Run 1, routed metal per tile:
Scale: 2 px per um. The die is cut into 31 by 31 equal tiles; dark purple is low, yellow is high, scaled to the fullest tile. Values are wire area over tile area, all layers added.
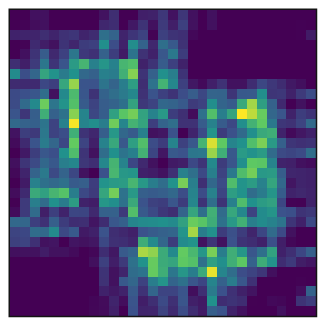
Run 1, clock routing:
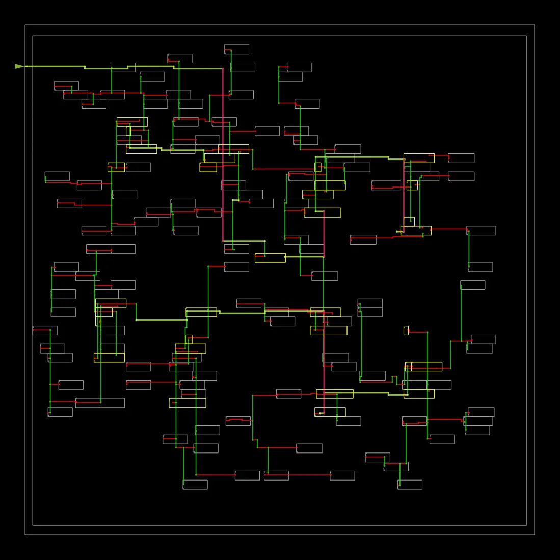
Run 1, cells colored by class:
Scale: 3 px per um.
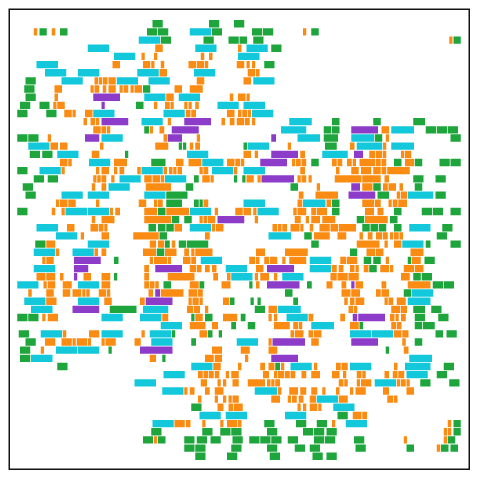
===== src/rtl/record_instrument.sv =====
// record_instrument: packs 8-bit mic PCM samples four per 36-bit ZBT word and writes one take to a contiguous ZBT region.
// Latency: the 4th ready of a word at cycle N gives we_ZBT=0 in cycle N+1; recording rises 2 cycles after record rises.
// Backpressure: none; ZBT write takes one cycle and readies are >=8 cycles apart. Optional macro RECORD_MONITOR_EN enables the headphone monitor path.
module record_instrument #(
  parameter int RECORDING_LEN = 32768,
  parameter int ADDR_W        = 19
) (
  input  logic              i_clock,
  input  logic              i_reset,
  input  logic              i_record,
  input  logic              i_ready,
  input  logic [ADDR_W-1:0] i_base_address,
  input  logic [7:0]        i_from_ac97_data,
  output logic              o_we_ZBT,
  output logic [ADDR_W-1:0] o_address,
  output logic [35:0]       o_data_out,
  output logic              o_recording,
  output logic              o_done,
  output logic [19:0]       o_words_written,
  output logic [7:0]        o_to_ac97_data
);

  typedef enum logic [2:0] {
    S_IDLE   = 3'd0,
    S_RECORD = 3'd1,
    S_WRITE  = 3'd2,
    S_FLUSH  = 3'd3,
    S_DONE   = 3'd4
  } state_t;

  localparam logic [19:0]       LEN_W    = 20'(RECORDING_LEN);
  localparam logic [ADDR_W-1:0] ADDR_ONE = {{(ADDR_W-1){1'b0}}, 1'b1};

  // Current-state registers.
  state_t              r_state;
  logic                r_record_s;
  logic                r_record_q;
  logic [1:0]          r_lane;
  logic [31:0]         r_pack;
  logic                r_stop_pend;
  logic [ADDR_W-1:0]   r_address;
  logic [35:0]         r_data_out;
  logic                r_we;
  logic                r_recording;
  logic                r_done;
  logic [19:0]         r_words;

  // Next-state values from the combinational process.
  state_t              w_state_nxt;
  logic [1:0]          w_lane_nxt;
  logic [31:0]         w_pack_nxt;
  logic                w_stop_pend_nxt;
  logic [ADDR_W-1:0]   w_address_nxt;
  logic [35:0]         w_data_nxt;
  logic [19:0]         w_words_nxt;

  // Helper wires.
  logic                w_start;
  logic                w_stop;
  logic [31:0]         w_sample_pack;
  logic [19:0]         w_words_inc;
  logic                w_last_word;
  logic                w_write_nxt;

  // The record level is sampled once before edge detection so that a start
  // and its matching stop are both seen one cycle after the pin moves.
  assign w_start     = r_record_s & ~r_record_q;
  assign w_stop      = ~r_record_s & r_record_q;
  assign w_words_inc = r_words + 20'd1;
  assign w_last_word = (w_words_inc == LEN_W);

  // Merge the incoming sample into the lane it belongs to (sample 0 lowest).
  always_comb begin
    w_sample_pack = r_pack;
    w_sample_pack[{r_lane, 3'b000} +: 8] = i_from_ac97_data;
  end

  // Record-level synchroniser and edge-detect history.
  always_ff @(posedge i_clock) begin
    if (i_reset) begin
      r_record_s <= 1'b0;
      r_record_q <= 1'b0;
    end else begin
      r_record_s <= i_record;
      r_record_q <= r_record_s;
    end
  end

  // Next-state and datapath update logic.
  always_comb begin
    w_state_nxt     = r_state;
    w_lane_nxt      = r_lane;
    w_pack_nxt      = r_pack;
    w_stop_pend_nxt = r_stop_pend;
    w_address_nxt   = r_address;
    w_data_nxt      = r_data_out;
    w_words_nxt     = r_words;

    case (r_state)
      S_IDLE, S_DONE: begin
        // Only a fresh rising edge starts a take; a held level does nothing.
        if (w_start) begin
          w_state_nxt     = S_RECORD;
          w_address_nxt   = i_base_address;
          w_lane_nxt      = 2'd0;
          w_pack_nxt      = 32'd0;
          w_words_nxt     = 20'd0;
          w_stop_pend_nxt = 1'b0;
        end
      end

      S_RECORD: begin
        if (i_ready) begin
          w_pack_nxt = w_sample_pack;
          w_lane_nxt = r_lane + 2'd1;
        end
        if (i_ready && (r_lane == 2'd3)) begin
          // Word complete; a coincident stop is remembered and honoured after the write.
          w_state_nxt     = S_WRITE;
          w_data_nxt      = {4'h0, w_sample_pack};
          w_stop_pend_nxt = w_stop;
        end else if (w_stop) begin
          if ((r_lane == 2'd0) && !i_ready) begin
            // Nothing buffered: end the take without a write.
            w_state_nxt = S_DONE;
          end else begin
            // Partial word: unfilled lanes are already zero in the pack register.
            w_state_nxt = S_FLUSH;
            w_data_nxt  = {4'h0, (i_ready ? w_sample_pack : r_pack)};
          end
        end
      end

      S_WRITE: begin
        w_address_nxt   = r_address + ADDR_ONE;
        w_words_nxt     = w_words_inc;
        w_pack_nxt      = 32'd0;
        w_lane_nxt      = 2'd0;
        w_stop_pend_nxt = 1'b0;
        if (w_last_word || r_stop_pend || w_stop) begin
          w_state_nxt = S_DONE;
        end else begin
          w_state_nxt = S_RECORD;
        end
      end

      S_FLUSH: begin
        w_address_nxt   = r_address + ADDR_ONE;
        w_words_nxt     = w_words_inc;
        w_pack_nxt      = 32'd0;
        w_lane_nxt      = 2'd0;
        w_stop_pend_nxt = 1'b0;
        w_state_nxt     = S_DONE;
      end

      default: begin
        w_state_nxt = S_IDLE;
      end
    endcase
  end

  assign w_write_nxt = (w_state_nxt == S_WRITE) || (w_state_nxt == S_FLUSH);

  // State, datapath and registered status outputs.
  always_ff @(posedge i_clock) begin
    if (i_reset) begin
      r_state     <= S_IDLE;
      r_lane      <= 2'd0;
      r_pack      <= 32'd0;
      r_stop_pend <= 1'b0;
      r_address   <= '0;
      r_data_out  <= 36'd0;
      r_we        <= 1'b1;
      r_recording <= 1'b0;
      r_done      <= 1'b0;
      r_words     <= 20'd0;
    end else begin
      r_state     <= w_state_nxt;
      r_lane      <= w_lane_nxt;
      r_pack      <= w_pack_nxt;
      r_stop_pend <= w_stop_pend_nxt;
      r_address   <= w_address_nxt;
      r_data_out  <= w_data_nxt;
      r_we        <= ~w_write_nxt;
      r_recording <= (w_state_nxt == S_RECORD) || w_write_nxt;
      r_done      <= (w_state_nxt == S_DONE);
      r_words     <= w_words_nxt;
    end
  end

  assign o_we_ZBT        = r_we;
  assign o_address       = r_address;
  assign o_data_out      = r_data_out;
  assign o_recording     = r_recording;
  assign o_done          = r_done;
  assign o_words_written = r_words;

`ifdef RECORD_MONITOR_EN
  logic [7:0] r_monitor;

  // Live headphone monitor: echo each mic sample while a take is running.
  always_ff @(posedge i_clock) begin
    if (i_reset) begin
      r_monitor <= 8'd0;
    end else if (!r_recording) begin
      r_monitor <= 8'd0;
    end else if (i_ready) begin
      r_monitor <= i_from_ac97_data;
    end
  end

  assign o_to_ac97_data = r_monitor;
`else
  assign o_to_ac97_data = 8'd0;
`endif

endmodule


===== config.mk =====
export PLATFORM = sky130hd
export DESIGN_NAME = record_instrument
export DESIGN_NICKNAME = d
export VERILOG_FILES = /design/src/rtl/record_instrument.sv
export SDC_FILE = /design/constraint.sdc
export NUM_CORES = 1
export LEC_CHECK = 0
export CORE_MARGIN = 2
export CORE_UTILIZATION = 25
export DETAILED_ROUTE_END_ITERATION = 10
export GPL_TIMING_DRIVEN = 0
export PLACE_DENSITY_LB_ADDON = 0.1
export SLEW_MARGIN = 20
export SYNTH_ARGS = -nofsm -noshare
export SYNTH_HDL_FRONTEND = slang
export SYNTH_SLANG_ARGS = --single-unit

===== constraint.sdc =====
create_clock -name i_clock -period 2 [get_ports i_clock]
set_input_delay 0.3 -clock i_clock [delete_from_list [all_inputs] [get_ports i_clock]]
set_output_delay 0.3 -clock i_clock [all_outputs]
set_load 0.01 [all_outputs]

==> datasheet_impl.txt, run 1 <==
Implementation parameters

Parameter                              Value

Synth
  Gate Count Post-Synth .................. 666
  Seq cells post-synth .................. 114
  Chip area line of the yosys report .................. 5540 sq um
  Share of synthesized cell area in full adder, half adder and majority cells .................. 1.58%
  Simple share .................. 23.6%
  Syn avg cell area .................. 8.32 sq um
  Mux cell area share after synthesis .................. 1.45%
  Post-synthesis compound-gate area fraction .................. 24.5%
  Mapped cell area .................. 5540 sq um

Layout
  Dominant logic cell type in the layout .................. nor2_1
  Final Cell Area .................. 8300 sq um
  Most used cells in the layout excluding fill and tap cells .................. nor2_1, clkdlybuf4s50_1, dfxtp_1

Placed design
  Count of input and output buffers .................. 104
  Hpwl dp .................. 13.9 mm
  Placed cell count .................. 1061

Global route
  Global routing usage on met1 .................. 21.4%
  Global routing met3 resource utilization .................. 4.22%
  Largest net degree at the start of global routing .................. 17
  Met2 capacity usage during global routing .................. 27.3%
  Overflow after GRT .................. 0
  Antenna violations before repair .................. 0

Pwr
  Total leakage power .................. 2.98 nW
  Power per standard cell area .................. 744 nW/um^2

Timing
  Clock tree skew after final layout .................. 10.1 ps
  Total negative setup slack .................. 0 ps
  Worst-case hold slack .................. 443 ps
  Relative slew slack .................. 52.0%
  Post-layout period usage of the worst path .................. 98.6%

Drt
  Number of nets with antenna violations after detailed routing .................. 0
  Number of detailed-route iterations in the first pass .................. 5
  Overall via count from detail_route .................. 5749
  Final WL .................. 20.0 mm
  Vias per cell .................. 5.06

Worst setup path
  Startpoint of the lowest-slack register-to-register path .................. o_words_written[5]
  Endpoint of the lowest-slack register-to-register path .................. r_state[2]
  Kind of start point of the critical path .................. flip-flop
  Cell with the biggest individual delay on the critical path .................. dfxtp_2
  Cell type group with the largest total delay on the critical path .................. simple AND/OR/NAND/NOR gates
  Required time reported for the critical path endpoint .................. 2360 ps
  Path length in cells of the critical path .................. 9

Run status
  Outcome .................. completed

Worst hold path
  Worst min path class .................. in -> reg

Floorplanning
  Horizontal die dimension .................. 153 um
  I/O pin cnt .................. 117
  Floorplan Core Area .................. 21800 sq um
  Initial core utilization .................. 25.5%
About 'routed metal per tile':
The mean over all tiles is 0.14. 21% of the tiles are nearly empty. 15% of the tiles are over half the peak. The fullest tile reaches 0.56.

About 'clock routing':
clk sink count: 114
power attributed to the clock group: 0.00328 W
total CTS buffers: 17
clk ins delay skew pair: 420 ps

About 'cells colored by class':
clock drivers and dummy loads: marked purple, cells 32, share of their area 7.9%. remaining buffers and delay cells: marked green, cells 208, share of their area 23%. combinational and other logic: marked orange, cells 503, share of their area 40%. sequential cells: marked cyan, cells 114, share of their area 29%.

[run 1: layout make-up]
type,count,area share [%]
Buffer,59,4.45
Clock buffer,23,5.76
Clock inverter,9,1.84
Inverter,8,0.407
Multi-Input combinational cell,495,38.2
Sequential cell,114,28.0
Tap cell,280,4.22
Timing Repair Buffer,149,17.2
[run 1: state kept, by name (all words and copies together) (netlist names)]
register	cells
r_stop_pend	1
r_lane	2
o_done	1
o_recording	1
r_record_s	1
r_record_q	1
o_words_written	20
o_address	19
o_we_ZBT	1
o_data_out	32
r_pack	32
r_state	3
[run 1: worst min-delay path, delay by kind of cell]
kind / cells / cell delay [ps]
AND-OR/OR-AND: 1 / 60
buffers and inverters: 1 / 400
AND/OR/NAND/NOR: 1 / 60
[run 1: per-stage QoR]
step                util (%)  total power, W
floorplan                  -         0.00265
global placement        32.1         0.00289
detailed placement      32.1         0.00289
CTS                     36.5         0.00622
global route            38.1         0.00637
finish                  38.1         0.00617
[run 1: how the worst min path moves through the flow]
stage                         to  cells after the start  slack (ps)               from
global route        o_address[4]                      3         460  i_base_address[4]
floorplan             r_record_s                      1         430           i_record
CTS                 o_address[4]                      3         430  i_base_address[4]
detailed placement   r_stop_pend                      2         470        r_stop_pend
finish              o_address[4]                      3         440  i_base_address[4]
global placement      r_pack[30]                      2         460         r_pack[30]
[run 1: cells in the mapped netlist (4+ instances only)]
cell type	number	share of area, %
a211oi_1	33	4.5
mux2i_1	8	1.4
nor4_2	4	0.90
buf_4	12	1.6
ha_1	7	1.6
nand4_1	7	0.79
buf_2	12	1.1
nor2_1	145	9.8
a22oi_1	35	4.7
nor2b_1	5	0.56
nand2_1	28	1.9
nor3_1	13	1.2
o21ai_0	27	2.4
a21oi_1	55	5.0
nor4_1	5	0.56
dfxtp_1	114	41
a22o_1	7	1.1
xnor2_1	5	0.79
a311oi_1	7	1.1
clkbuf_1	30	2.0
nand2b_1	5	0.56
nand3_1	16	1.4
a31oi_1	7	0.79
inv_1	8	0.54
[run 1: cell families after synthesis]
logic type	count (synthesis)
mux	8
flops	114
simple gates	260
buf+inv	68
fa+ha+maj	7
xor+xnor	7
compound gates	201
other cells	1
[run 1: metal layers]
metal | vias to the layer above | part of all wire (%)
met1 | 2768 | 45
met2 | 189 | 48
met5 | - | 0
li1 | 2769 | -
met4 | 0 | 1.8
met3 | 23 | 5.4
[run 1: power by group]
part / total, W / internal (W) / switching [W]
logic: 0.000529 / 0.000230 / 0.000299
registers: 0.00236 / 0.00231 / 0.0000505
clock network: 0.00328 / 0.00218 / 0.00110
total: 0.00617 / 0.00472 / 0.00145
[run 1: what timing repair did]
action	4_1_cts	5_1_grt
setup endpoints to repair	90	81
gates resized	41	62
buffers inserted	24	20
pin swaps	14	17
hold endpoints to repair	0	0
gates cloned	0	1
--- run 2 (diff from run 1) ---
CORE_UTILIZATION = 46   (was 25)
Run 2, clock routing:
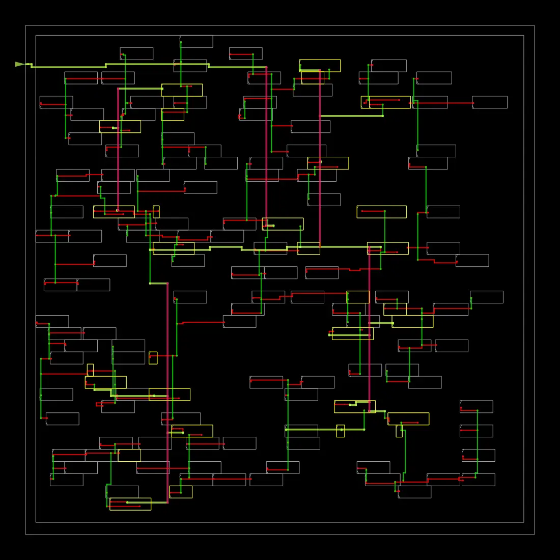
final-layout clock buffer total: 27
final sequential cell count: 114
power attributed to the clock group: 0.00295 W
clock tree skew after final layout: 5.08 ps

==> datasheet_impl.txt, run 2 <==
Implementation parameters

Parameter                              Value

Floorplanning
  Initial core utilization .................. 46.7% (+21 points)
  I/O pin cnt .................. 117 (unchanged)
  Horizontal die dimension .................. 114 um (-26%)
  Number of placement rows .................. 40
  Floorplan Core Area .................. 11900 sq um (-45%)

Synth
  Seq cells post-synth .................. 114 (unchanged)
  Main area contributors after synthesis .................. dfxtp_1, nor2_1, a21oi_1
  Share of synthesized cell area in full adder, half adder and majority cells .................. 1.58% (unchanged)
  Simple share .................. 23.6% (unchanged)
  Most used standard cell by instance count after synthesis .................. nor2_1
  Post-synthesis compound-gate area fraction .................. 24.5% (unchanged)
  Dominant cell type by area after synthesis .................. dfxtp_1
  Xor and xnor area share after synthesis .................. 1.11%
  Max-area cell share .................. 41.2% (unchanged)
  Syn avg cell area .................. 8.32 sq um (unchanged)
  Gate Count Post-Synth .................. 666 (unchanged)
  Mapped cell area .................. 5540 sq um (unchanged)
  Most used standard cells in the synthesized netlist .................. nor2_1, dfxtp_1, a21oi_1, a22oi_1, a211oi_1
  Mux cell area share after synthesis .................. 1.45% (unchanged)

Global route
  Largest net degree at the start of global routing .................. 17 (unchanged)
  Antenna violations before repair .................. 0 (unchanged)
  Overflow after GRT .................. 0 (unchanged)

Timing
  Post-layout period usage of the worst path .................. 103% (+4.4 points)
  Setup slack after layout .................. -59.1 ps
  Worst slew pin tran .................. 729 ps
  Number of failing setup endpoints in the final timing report .................. 4
  Total negative setup slack .................. -145 ps (-145 ps)
  Relative slew slack .................. 51.2% (-0.81 points)

Worst hold path
  Hold wc startpoint .................. i_record
  Worst min path class .................. in -> reg

Pwr
  Relative contribution of combinational cells to total power .................. 8.9% (+0.3 points)
  Total leakage power .................. 2.96 nW (-0.69%)
  Power per standard cell area .................. 721 nW/um^2 (-3.0%)
  Part of the power in registers .................. 40.4% (+2.2 points)
  Net switching power of the design .................. 0.00136 W (-6.3%)
  Switching share of power .................. 23.4% (-0.14 points)
  Internal Dissipation .................. 0.00445 W (-5.6%)
  Part of the power in the clock network .................. 50.7% (-2.5 points)

Clocking
  Clk sink count .................. 114 (unchanged)
  Clk ins delay skew pair .................. 420 ps (about the same)
  CTS H-tree lvls .................. 4
  Cell chosen for the clock root .................. clkbuf_16
  Total CTS buffers .................. 17 (unchanged)

Drt
  Average routed wire per standard cell .................. 18.1 um
  Overall via count from detail_route .................. 5884 (+2.3%)
  Met2 Routed Length .................. 9.05 mm (-5.8%)
  Number of detailed-route iterations in the first pass .................. 6 (+1)
  Number of nets with antenna violations after detailed routing .................. 0 (unchanged)
  Vias per cell .................. 5.89 (+16%)
  Routed wire length on met3 .................. 1.10 mm (+2.9%)
  Highest layer used for signal routing .................. met4

Worst setup path
  Critical Path Source .................. o_words_written[0]
  Kind of start point of the critical path .................. flip-flop
  Required time reported for the critical path endpoint .................. 2360 ps (about the same)
  Startpoint of the lowest-slack register-to-register path .................. o_words_written[0]

Placed design
  Count of input and output buffers .................. 104 (unchanged)
  Hpwl dp .................. 11.9 mm (-14%)

Run status
  Outcome .................. finished, violations left
  Violated checks .................. negative setup slack

Layout
  Fin util .................. 68.0% (+30 points)
  Most used cells in the layout excluding fill and tap cells .................. nor2_1, clkdlybuf4s50_1, dfxtp_1
Run 2, cells colored by class:
Scale: 4 px per um.
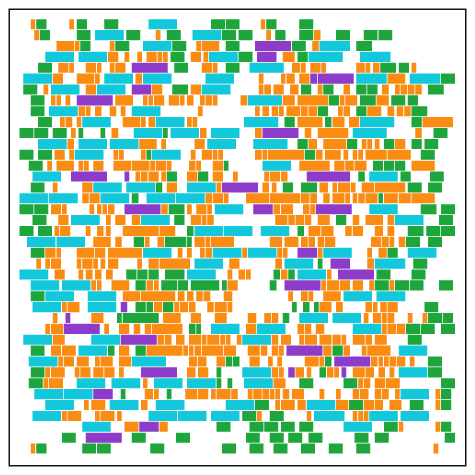
combinational and other logic: marked orange, cells 503, share of their area 41%. clock drivers and dummy loads: marked purple, cells 31, share of their area 7.3%. remaining buffers and delay cells: marked green, cells 204, share of their area 22%. sequential cells: marked cyan, cells 114, share of their area 29%.

==> run 2: cell counts after synthesis <==
Identical to the previous run, type by type.
==> run 2: routing by layer <==
| layer | up-vias | track usage (%) |
|---|---|---|
| li1 | 2751 | - |
| met1 | 2833 | 32.0 |
| met2 | 254 | 45.9 |
| met3 | 46 | 5.90 |
| met4 | 0 | 12.9 |
| met5 | - | 0 |
==> run 2: kinds of logic (layout without fill, tap and decap cells) <==
logic type	after synthesis	count (layout)
compound gates	201	201
xor+xnor	7	7
fa+ha+maj	7	7
buf+inv	68	243
flops	114	114
mux	8	8
other cells	1	12
simple gates	260	260
==> run 2: what timing repair did <==
action | in CTS | in global routing
gates resized | 49 | 47
buffers inserted | 22 | 19
cloned | 0 | 1
endpoints found under the setup margin | 81 | 82
pin swaps | 17 | 16
hold endpoints to repair | 0 | 0
==> run 2: area by class of cell <==
type / instances / share of cell area, %
plain buffers: 58 / 4.50
clock buffers: 27 / 6.61
clock inverters: 4 / 0.559
inverters: 8 / 0.419
multi-input cells: 495 / 39.5
flip-flops and latches: 114 / 28.8
well taps: 147 / 2.28
repair buffers: 146 / 17.4
==> run 2: worst max-delay path, stage by stage, from the launching register on <==
cell       delay (ps)
dfxtp_4           390
ha_4              160
nand3_4           140
buf_6             160
o21ai_1           120
and4bb_1          250
o2111ai_2         170
buf_4             190
nor4_4            220
a31o_1            200
==> run 2: worst paths after layout <==
| path | end | slack, ps | cells after the start |
|---|---|---|---|
| worst max-delay path | o_done | -60 | 9 |
| worst min-delay path | r_record_s | 440 | 2 |
| worst max register to register | o_done | -60 | 9 |
| worst min register to register | r_pack[12] | 490 | 2 |
==> run 2: through the flow <==
step           hold WS [ps]  cell area, sq um  total power [W]  setup slack, ps  instances
2_1_floorplan           428              5590          0.00265             16.3        677
3_3_place_gp            464              6820          0.00286             -635        928
3_5_place_dp            476              6820          0.00287             -687        928
4_1_cts                 440              7730          0.00580            -48.9        981
5_1_grt                 442              8060          0.00599             -166        999
6_report                443              8060          0.00582            -59.1        999
==> run 2: power groups by stage <==
stage / clock network (W) / registers [W] / logic (W)
2_1_floorplan: 0 / 0.00241 / 0.000236
3_3_place_gp: 0 / 0.00240 / 0.000459
3_5_place_dp: 0 / 0.00241 / 0.000469
4_1_cts: 0.00296 / 0.00235 / 0.000492
5_1_grt: 0.00308 / 0.00236 / 0.000552
6_report: 0.00295 / 0.00235 / 0.000516
Power figures rest on the tool's default switching activity, not on a simulated workload.
